$ cat config.mk
export PLATFORM = sky130hd
export DESIGN_NAME = risk_check_scheduler
export DESIGN_NICKNAME = d
export VERILOG_FILES = /design/src/rtl/risk_check_scheduler.sv
export SDC_FILE = /design/constraint.sdc
export NUM_CORES = 1
export LEC_CHECK = 0
export CAP_MARGIN = 20
export CORE_MARGIN = 1.5
export CORE_UTILIZATION = 42
export CTS_CLUSTER_DIAMETER = 60
export DETAILED_ROUTE_END_ITERATION = 12
export GPL_TIMING_DRIVEN = 0
export PLACE_DENSITY = 0.82
export SLEW_MARGIN = 20
export SYNTH_ARGS = -nofsm -noshare
export SYNTH_HDL_FRONTEND = slang
export SYNTH_SLANG_ARGS = --single-unit
$ cat constraint.sdc
create_clock -name clk -period 4.01 [get_ports clk]
set_clock_uncertainty 0.1 [all_clocks]
set_input_delay 1.0025 -clock clk [delete_from_list [all_inputs] [get_ports clk]]
set_output_delay 1.0025 -clock clk [all_outputs]
set_load 0.03 [all_outputs]
$ cat src/rtl/risk_check_scheduler.sv
// risk_check_scheduler: shares one risk check engine between NUM_REQ requesters.
// Round-robin grant, one check in flight, verdict routed back to the requester.
// Optional watchdog on the engine wait: define RISK_SCHED_TIMEOUT_EN.
//
// state    | meaning
// ---------+---------------------------------------------------------------
// ST_IDLE  | no check in flight; arbitrate and accept one request
// ST_ISSUE | one-cycle chk_valid strobe to the engine
// ST_WAIT  | waiting for chk_done (or watchdog expiry when enabled)
// ST_RESP  | one-cycle verdict strobe to the originating requester
module risk_check_scheduler #(
  parameter int NUM_REQ        = 4,
  parameter int TIMEOUT_CYCLES = 16
) (
  input  logic                 clk,
  input  logic                 rst_n,
  input  logic [NUM_REQ-1:0]   req_valid,
  input  logic [NUM_REQ*32-1:0] req_data,
  output logic [NUM_REQ-1:0]   req_ready,
  output logic [NUM_REQ-1:0]   resp_valid,
  output logic                 resp_approved,
  input  logic                 halt,
  output logic                 chk_valid,
  output logic [31:0]          chk_data,
  input  logic                 chk_done,
  input  logic                 chk_approved,
  output logic                 busy,
  output logic [15:0]          approved_cnt,
  output logic [15:0]          rejected_cnt,
  output logic                 timeout_err
);

  localparam int IW = (NUM_REQ > 1) ? $clog2(NUM_REQ) : 1;

  if (NUM_REQ < 2 || NUM_REQ > 8 || TIMEOUT_CYCLES < 1) begin : g_param_check
    $error("risk_check_scheduler: parameter out of range");
  end

  typedef enum logic [1:0] {ST_IDLE, ST_ISSUE, ST_WAIT, ST_RESP} state_t;

  state_t        state_q, state_d;
  logic [IW-1:0] rr_ptr_q, rr_ptr_d;
  logic [IW-1:0] id_q, id_d;
  logic [31:0]   data_q, data_d;
  logic          verdict_q, verdict_d;
  logic [15:0]   appr_cnt_q, appr_cnt_d;
  logic [15:0]   rej_cnt_q, rej_cnt_d;
`ifdef RISK_SCHED_TIMEOUT_EN
  logic [15:0]   wait_cnt_q, wait_cnt_d;
  logic          to_err_q, to_err_d;
`endif

  logic          grant_found;
  logic [IW-1:0] grant_idx;
  logic [IW:0]   scan;
  logic [IW-1:0] scan_idx;
  logic [31:0]   grant_data;
  logic          grant_ok;

  // Round-robin search starting at rr_ptr, plus the granted requester's data.
  always_comb begin
    grant_found = 1'b0;
    grant_idx   = '0;
    scan        = '0;
    scan_idx    = '0;
    grant_data  = '0;
    for (int k = 0; k < NUM_REQ; k++) begin
      scan = {1'b0, rr_ptr_q} + (IW+1)'(k);
      if (scan >= (IW+1)'(NUM_REQ)) scan = scan - (IW+1)'(NUM_REQ);
      scan_idx = scan[IW-1:0];
      if (!grant_found && req_valid[scan_idx]) begin
        grant_found = 1'b1;
        grant_idx   = scan_idx;
      end
    end
    for (int k = 0; k < NUM_REQ; k++) begin
      if (grant_idx == IW'(k)) grant_data = req_data[32*k +: 32];
    end
  end

  assign grant_ok = rst_n && (state_q == ST_IDLE) && !halt && grant_found;

  // Next-state logic for the request/check/response sequence.
  always_comb begin
    state_d    = state_q;
    rr_ptr_d   = rr_ptr_q;
    id_d       = id_q;
    data_d     = data_q;
    verdict_d  = verdict_q;
    appr_cnt_d = appr_cnt_q;
    rej_cnt_d  = rej_cnt_q;
`ifdef RISK_SCHED_TIMEOUT_EN
    wait_cnt_d = wait_cnt_q;
    to_err_d   = to_err_q;
`endif
    case (state_q)
      ST_IDLE: begin
        if (grant_ok) begin
          state_d  = ST_ISSUE;
          id_d     = grant_idx;
          data_d   = grant_data;
          rr_ptr_d = (grant_idx == IW'(NUM_REQ - 1)) ? '0 : grant_idx + IW'(1);
        end
      end
      ST_ISSUE: begin
        state_d = ST_WAIT;
`ifdef RISK_SCHED_TIMEOUT_EN
        wait_cnt_d = '0;
`endif
      end
      ST_WAIT: begin
        if (chk_done) begin
          verdict_d = chk_approved;
          state_d   = ST_RESP;
        end
`ifdef RISK_SCHED_TIMEOUT_EN
        // Engine silence on the last allowed cycle forces a reject.
        else if (wait_cnt_q == 16'(TIMEOUT_CYCLES - 1)) begin
          verdict_d = 1'b0;
          to_err_d  = 1'b1;
          state_d   = ST_RESP;
        end else begin
          wait_cnt_d = wait_cnt_q + 16'd1;
        end
`endif
      end
      ST_RESP: begin
        if (verdict_q) begin
          if (appr_cnt_q != 16'hFFFF) appr_cnt_d = appr_cnt_q + 16'd1;
        end else begin
          if (rej_cnt_q != 16'hFFFF) rej_cnt_d = rej_cnt_q + 16'd1;
        end
        state_d = ST_IDLE;
      end
      default: state_d = ST_IDLE;
    endcase
  end

  // State and datapath registers with synchronous reset.
  always_ff @(posedge clk) begin
    if (!rst_n) begin
      state_q    <= ST_IDLE;
      rr_ptr_q   <= '0;
      id_q       <= '0;
      data_q     <= '0;
      verdict_q  <= 1'b0;
      appr_cnt_q <= '0;
      rej_cnt_q  <= '0;
`ifdef RISK_SCHED_TIMEOUT_EN
      wait_cnt_q <= '0;
      to_err_q   <= 1'b0;
`endif
    end else begin
      state_q    <= state_d;
      rr_ptr_q   <= rr_ptr_d;
      id_q       <= id_d;
      data_q     <= data_d;
      verdict_q  <= verdict_d;
      appr_cnt_q <= appr_cnt_d;
      rej_cnt_q  <= rej_cnt_d;
`ifdef RISK_SCHED_TIMEOUT_EN
      wait_cnt_q <= wait_cnt_d;
      to_err_q   <= to_err_d;
`endif
    end
  end

  // Output decode: grant and verdict strobes are one-hot on the requester index.
  always_comb begin
    req_ready  = '0;
    resp_valid = '0;
    for (int k = 0; k < NUM_REQ; k++) begin
      req_ready[k]  = grant_ok && (grant_idx == IW'(k));
      resp_valid[k] = (state_q == ST_RESP) && (id_q == IW'(k));
    end
  end

  assign resp_approved = (state_q == ST_RESP) && verdict_q;
  assign chk_valid     = (state_q == ST_ISSUE);
  assign chk_data      = data_q;
  assign busy          = (state_q != ST_IDLE);
  assign approved_cnt  = appr_cnt_q;
  assign rejected_cnt  = rej_cnt_q;
`ifdef RISK_SCHED_TIMEOUT_EN
  assign timeout_err   = to_err_q;
`else
  assign timeout_err   = 1'b0;
`endif

endmodule

Fig. 1: run 1, sequential cells coloured by netlist name
Scale bar: 20 µm. Other sequential cells in the stronger grey, the rest of the logic in the fainter grey.
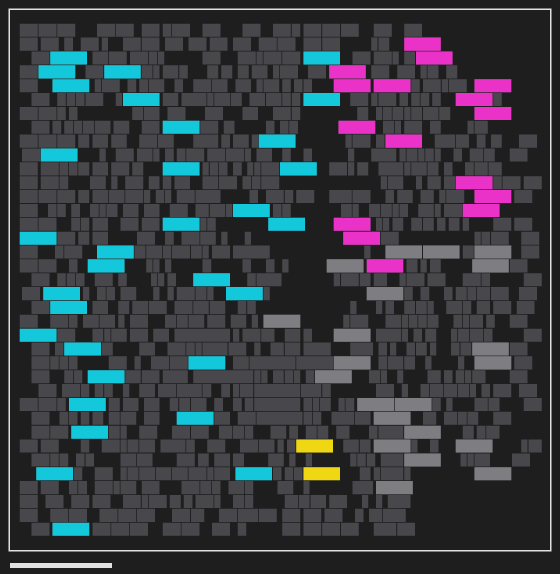
legend:
  yellow:
    netlist_name: `id_q`
    sequential_cells: 2
  cyan:
    netlist_name: `chk_data`
    sequential_cells: 32
  magenta:
    netlist_name: `rejected_cnt`
    sequential_cells: 16
    where: north-east
not coloured: 21

Fig. 2: run 1, clock wires, drivers and flops
Scale bar: 20 µm.
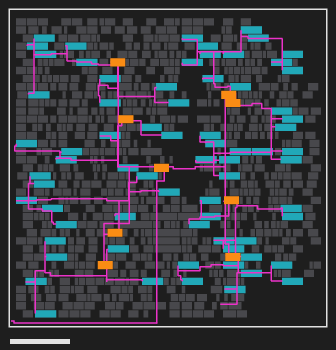
legend:
  cyan:
    item: flip-flops
    count: 71
  magenta:
    item: clock wires
    length: 1,020 µm
  orange:
    item: cells driving clock nets
    count: 9
routed clock nets: 10
flops lie: widely spread

==> changes_impl.md, run 1 <==
## Flow update

* Vias in the first global route at 5,216
* Clock buffer count from CTS at 9
* First-pass GRT wire length at 25,500 µm
* Worst-path fanout max at 10
* H-tree Lvls at 3
* I/O Buffers at 211
* Number of core rows at 37
* Worst hold stages at 2
* Adder share at 3.09%
* Worst hold slack at 399 ps
* R2r endpoint: chk_data[19]$_SDFFE_PN0P_
* Residual DRC at 0
* Fp_density at 43.1%
* Setup_tns at 0 ps
* Seq cells at 71
* Tot GR Track Use at 28.5%
* Pre-CTS setup slack at -1240 ps
* Yosys cell types at 46
* Top cells excl fill/tap: 203 x clkdlybuf4s50_1, 94 x a21oi_1, 71 x dfxtp_1
* Post-synth regs at 71
* Status: finished clean
* Final ANT Viol Nets at 0
* Dominant logic cell type in the layout: clkdlybuf4s50_1
* Primary FF master, synth: dfxtp_1
* Combinational gates at 418
* Relative slew slack at 51.1%
* Placer Congestion at 0.939
* Synth Seq Share at 31.9%
* Dpl hpwl at 12,700 µm
* Die height at 106 µm
* Hold_buf cts at 0
* Via count at 5,387
* Crit Path Class: in2out
* RSZ-0062 raised after global routing: false
* Post-layout util at 68.4%
Fig. 3: run 1, cell sizes after repair
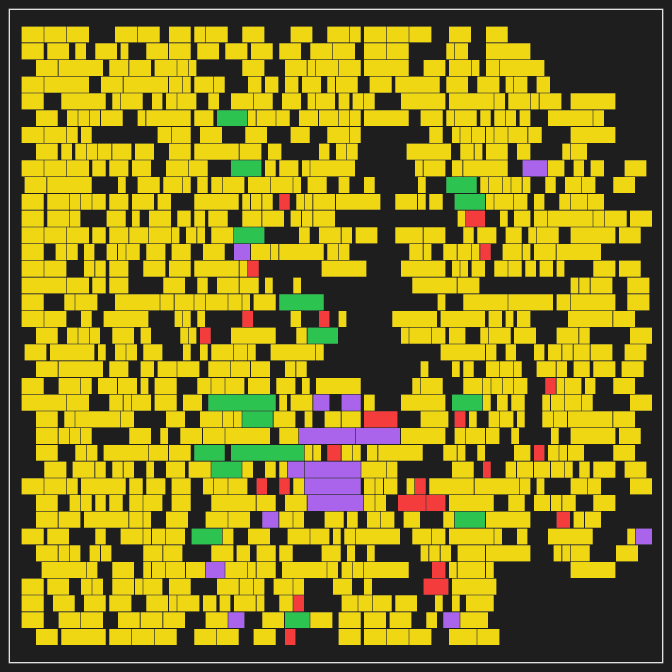
legend:
  green:
    size: drive 6 and up
    cells: 16
  yellow:
    size: drive 1 or less
    cells: 749
  red:
    size: drive 2
    cells: 23
  purple:
    size: drive 3 to 4
    cells: 15

run 1: registers in the layout (all words and copies together) (netlist names):
signal	cells
id_q	2
chk_data	32
approved_cnt	16
rr_ptr_q	2
verdict_q	1
state_q	2
rejected_cnt	16
run 1: worst max path at each step:
| stage | startpoint | to | slack [ps] | cells past startpoint |
|---|---|---|---|---|
| 2_1_floorplan | req_valid[2] | req_ready[3] | 140 | 7 |
| 3_3_place_gp | req_valid[3] | req_ready[3] | -1210 | 10 |
| 3_5_place_dp | req_valid[3] | req_ready[3] | -1240 | 10 |
| 4_1_cts | rst_n | req_ready[0] | 30 | 6 |
| 5_1_grt | rst_n | req_ready[0] | 30 | 6 |
| 6_report | rst_n | req_ready[0] | 120 | 6 |
==> inputs of run 2 (changes only) <==
--- a/config.mk
+++ b/config.mk
@@ -9,6 +9,7 @@
 export CORE_MARGIN = 1.5
 export CORE_UTILIZATION = 42
 export CTS_CLUSTER_DIAMETER = 60
+export CTS_CLUSTER_SIZE = 28
 export DETAILED_ROUTE_END_ITERATION = 12
 export GPL_TIMING_DRIVEN = 0
 export PLACE_DENSITY = 0.82
Fig. 4: run 2, cell sizes after repair
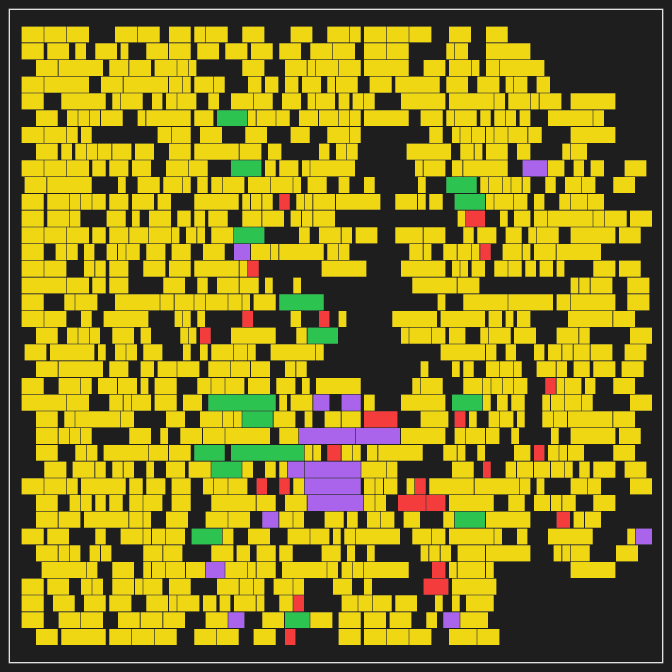
legend:
  purple:
    size: drive 3 to 4
    cells: 15
  green:
    size: drive 6 and up
    cells: 16
  yellow:
    size: drive 1 or less
    cells: 749
  red:
    size: drive 2
    cells: 23

==> changes_impl.md, run 2 <==
## Flow update

* Post-layout util at 68.4%
* Number of core rows at 37
* Top cells excl fill/tap: 203 x clkdlybuf4s50_1, 94 x a21oi_1, 71 x dfxtp_1
* Seq cells at 71
* First-pass GRT wire length at 25,500 µm
* Synth Seq Share at 31.9%
* Comb. pwr at 1.29 mW
* Adder share at 3.09%
* Tot GR Track Use at 28.5%
* Seq pwr share at 30.8%
* Worst hold slack at 399 ps
* TritonRoute pass-1 iters at 5
* Setup_tns at 0 ps
* Worst-path fanout max at 10
* Post-synth regs at 71
* Placed insts at 926
* Worst Hold Class: reg2reg
* Die height at 106 µm
* Dominant logic cell type in the layout: clkdlybuf4s50_1
* Vias in the first global route at 5,216
* Pre-CTS setup slack at -1240 ps
* Max reg flops at 32
* Crit share post-route at 96.9%
* Final ANT Viol Nets at 0
* Primary FF master, synth: dfxtp_1
* Crit Path Class: in2out
* RSZ-0062 raised after global routing: false
* Hold_buf cts at 0
* Ys async rst share at 0%
* Placer Congestion at 0.939
* Yosys warns at 0
* H-tree Lvls at 3
* Syn_area_per_cell at 7.69 µm²
* Dpl hpwl at 12,700 µm
* Fin. Hold Viols at 0
* Relative slew slack at 51.1%
* Vias per std cell at 5.74
* Via count at 5,387
* Combinational gates at 418
* Clock buffer count from CTS at 9
* Clk sinks at 71
* I/O Buffers at 211
* Total tool warning count at 33
* Status: finished clean
* Residual DRC at 0
* Fp_density at 43.1%
* Static Leak at 2.69 nW
* Inverters at 43
* Yosys cell types at 46
Fig. 5: run 2, sequential cells coloured by netlist name
Scale bar: 20 µm. Other sequential cells in the stronger grey, the rest of the logic in the fainter grey.
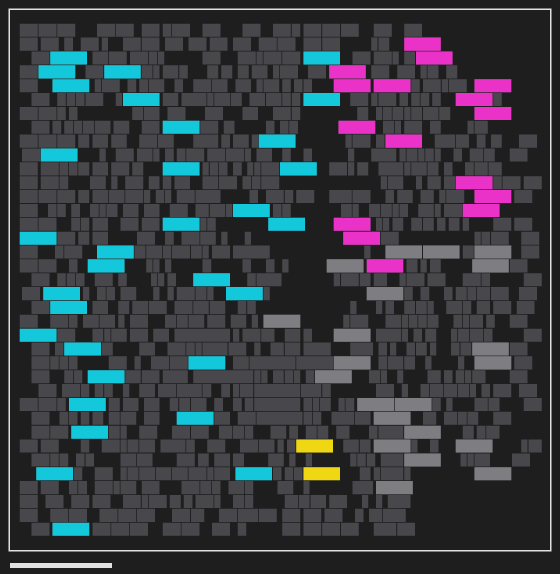
legend:
  yellow:
    netlist_name: `id_q`
    sequential_cells: 2
  cyan:
    netlist_name: `chk_data`
    sequential_cells: 32
  magenta:
    netlist_name: `rejected_cnt`
    sequential_cells: 16
    where: north-east
not coloured: 21

-- run 2: routing by layer --
metal,vias up,GRT usage (%),wire [µm]
met2,230,50.5,8240
met3,43,6.62,1150
met4,0,14.3,587
met1,2553,31.9,6540
li1,2561,-,-
met5,-,0,0
-- run 2: worst paths after layout --
| check | startpoint | slack [ps] | cells past startpoint | endpoint |
|---|---|---|---|---|
| worst max-delay path | rst_n | 120 | 6 | req_ready[0] |
| worst min-delay path | rejected_cnt[15]$_SDFFE_PN0P_ | 400 | 2 | rejected_cnt[15]$_SDFFE_PN0P_ |
| worst max register to register | rr_ptr_q[0]$_SDFFE_PN0P_ | 1280 | 11 | chk_data[19]$_SDFFE_PN0P_ |
| worst min register to register | rejected_cnt[15]$_SDFFE_PN0P_ | 400 | 2 | rejected_cnt[15]$_SDFFE_PN0P_ |
Fig. 6: run 2, placement view
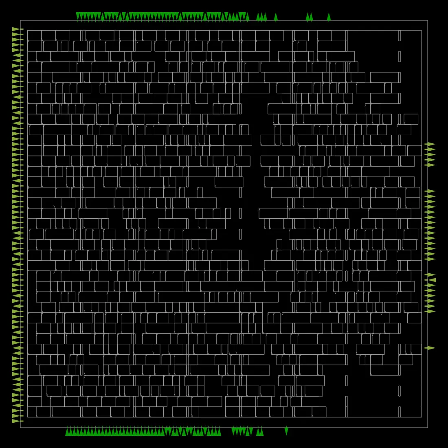

==> inputs of run 3 (changes only) <==
--- a/config.mk
+++ b/config.mk
@@ -11,7 +11,7 @@
 export CTS_CLUSTER_DIAMETER = 60
 export CTS_CLUSTER_SIZE = 28
 export DETAILED_ROUTE_END_ITERATION = 12
-export GPL_TIMING_DRIVEN = 0
+export GPL_TIMING_DRIVEN = 1
 export PLACE_DENSITY = 0.82
 export SLEW_MARGIN = 20
 export SYNTH_ARGS = -nofsm -noshare
Fig. 7: run 3, placement view
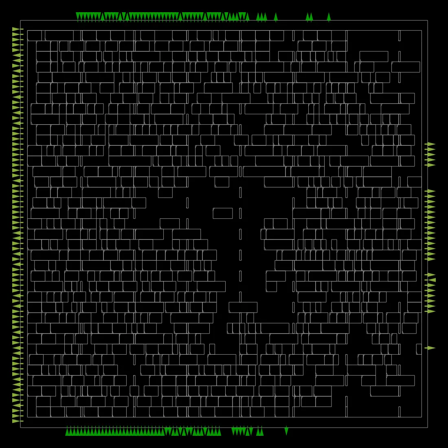
core footprint: 10,300 µm²
Seq cells: 71

==> changes_impl.md, run 3 <==
## Flow update

* Adder share at 3.09%
* Worst-path fanout max at 4
* Primary FF master, synth: dfxtp_1
* Status: finished clean
* Fin. Hold Viols at 0
* Static Leak at 2.61 nW
* Hold_buf cts at 0
* Total tool warning count at 33
* Met2 GRT Util at 46.0%
* Clk sinks at 71
* I/O Buffers at 211
* Placer Congestion at 0.890
* Combinational gates at 418
* Ys async rst share at 0%
* Crit Path Class: in2out
* Met2 wire len at 7480 µm
* Top routing layer in use: met4
* Met3 WL post-DR at 1300 µm
* Clock buffer count from CTS at 9
* TritonRoute pass-1 iters at 7
* Pre-CTS setup slack at -25.1 ps
* Worst Hold Class: reg2reg
* Die height at 106 µm
* Post-synth regs at 71
* Vias per std cell at 5.68
* Tot GR Track Use at 26.4%
* Crit share post-route at 95.9%
* Yosys cell types at 46
* Dpl hpwl at 10,700 µm
* Number of core rows at 37
* Post-layout util at 66.3%
Fig. 8: run 3, clock wires, drivers and flops
Scale bar: 20 µm.
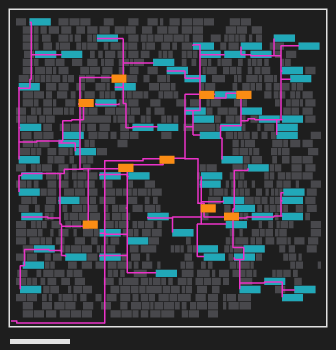
legend:
  magenta:
    item: clock wires
    length: 1,010 µm
  cyan:
    item: flip-flops
    count: 71
  orange:
    item: cells driving clock nets
    count: 9
flops lie: widely spread
routed clock nets: 10

run 3: cell counts after synthesis:
Identical to the previous run, type by type.
run 3: worst paths after layout:
check                                start                       endpoint  slack, ps  depth (start not counted)
min          rejected_cnt[15]$_SDFFE_PN0P_  rejected_cnt[15]$_SDFFE_PN0P_        390                          2
max                           req_valid[3]                   req_ready[0]        170                          8
min reg2reg  rejected_cnt[15]$_SDFFE_PN0P_  rejected_cnt[15]$_SDFFE_PN0P_        390                          2
max reg2reg       rr_ptr_q[0]$_SDFFE_PN0P_       chk_data[9]$_SDFFE_PN0P_       1290                         10
run 3: where the power goes:
part | switching (mW) | internal, mW | total [mW]
clock network | 0.291 | 0.355 | 0.646
logic | 0.637 | 0.536 | 1.17
registers | 0.0524 | 0.786 | 0.838
total | 0.981 | 1.68 | 2.66
Power and IR drop assume default switching activity.
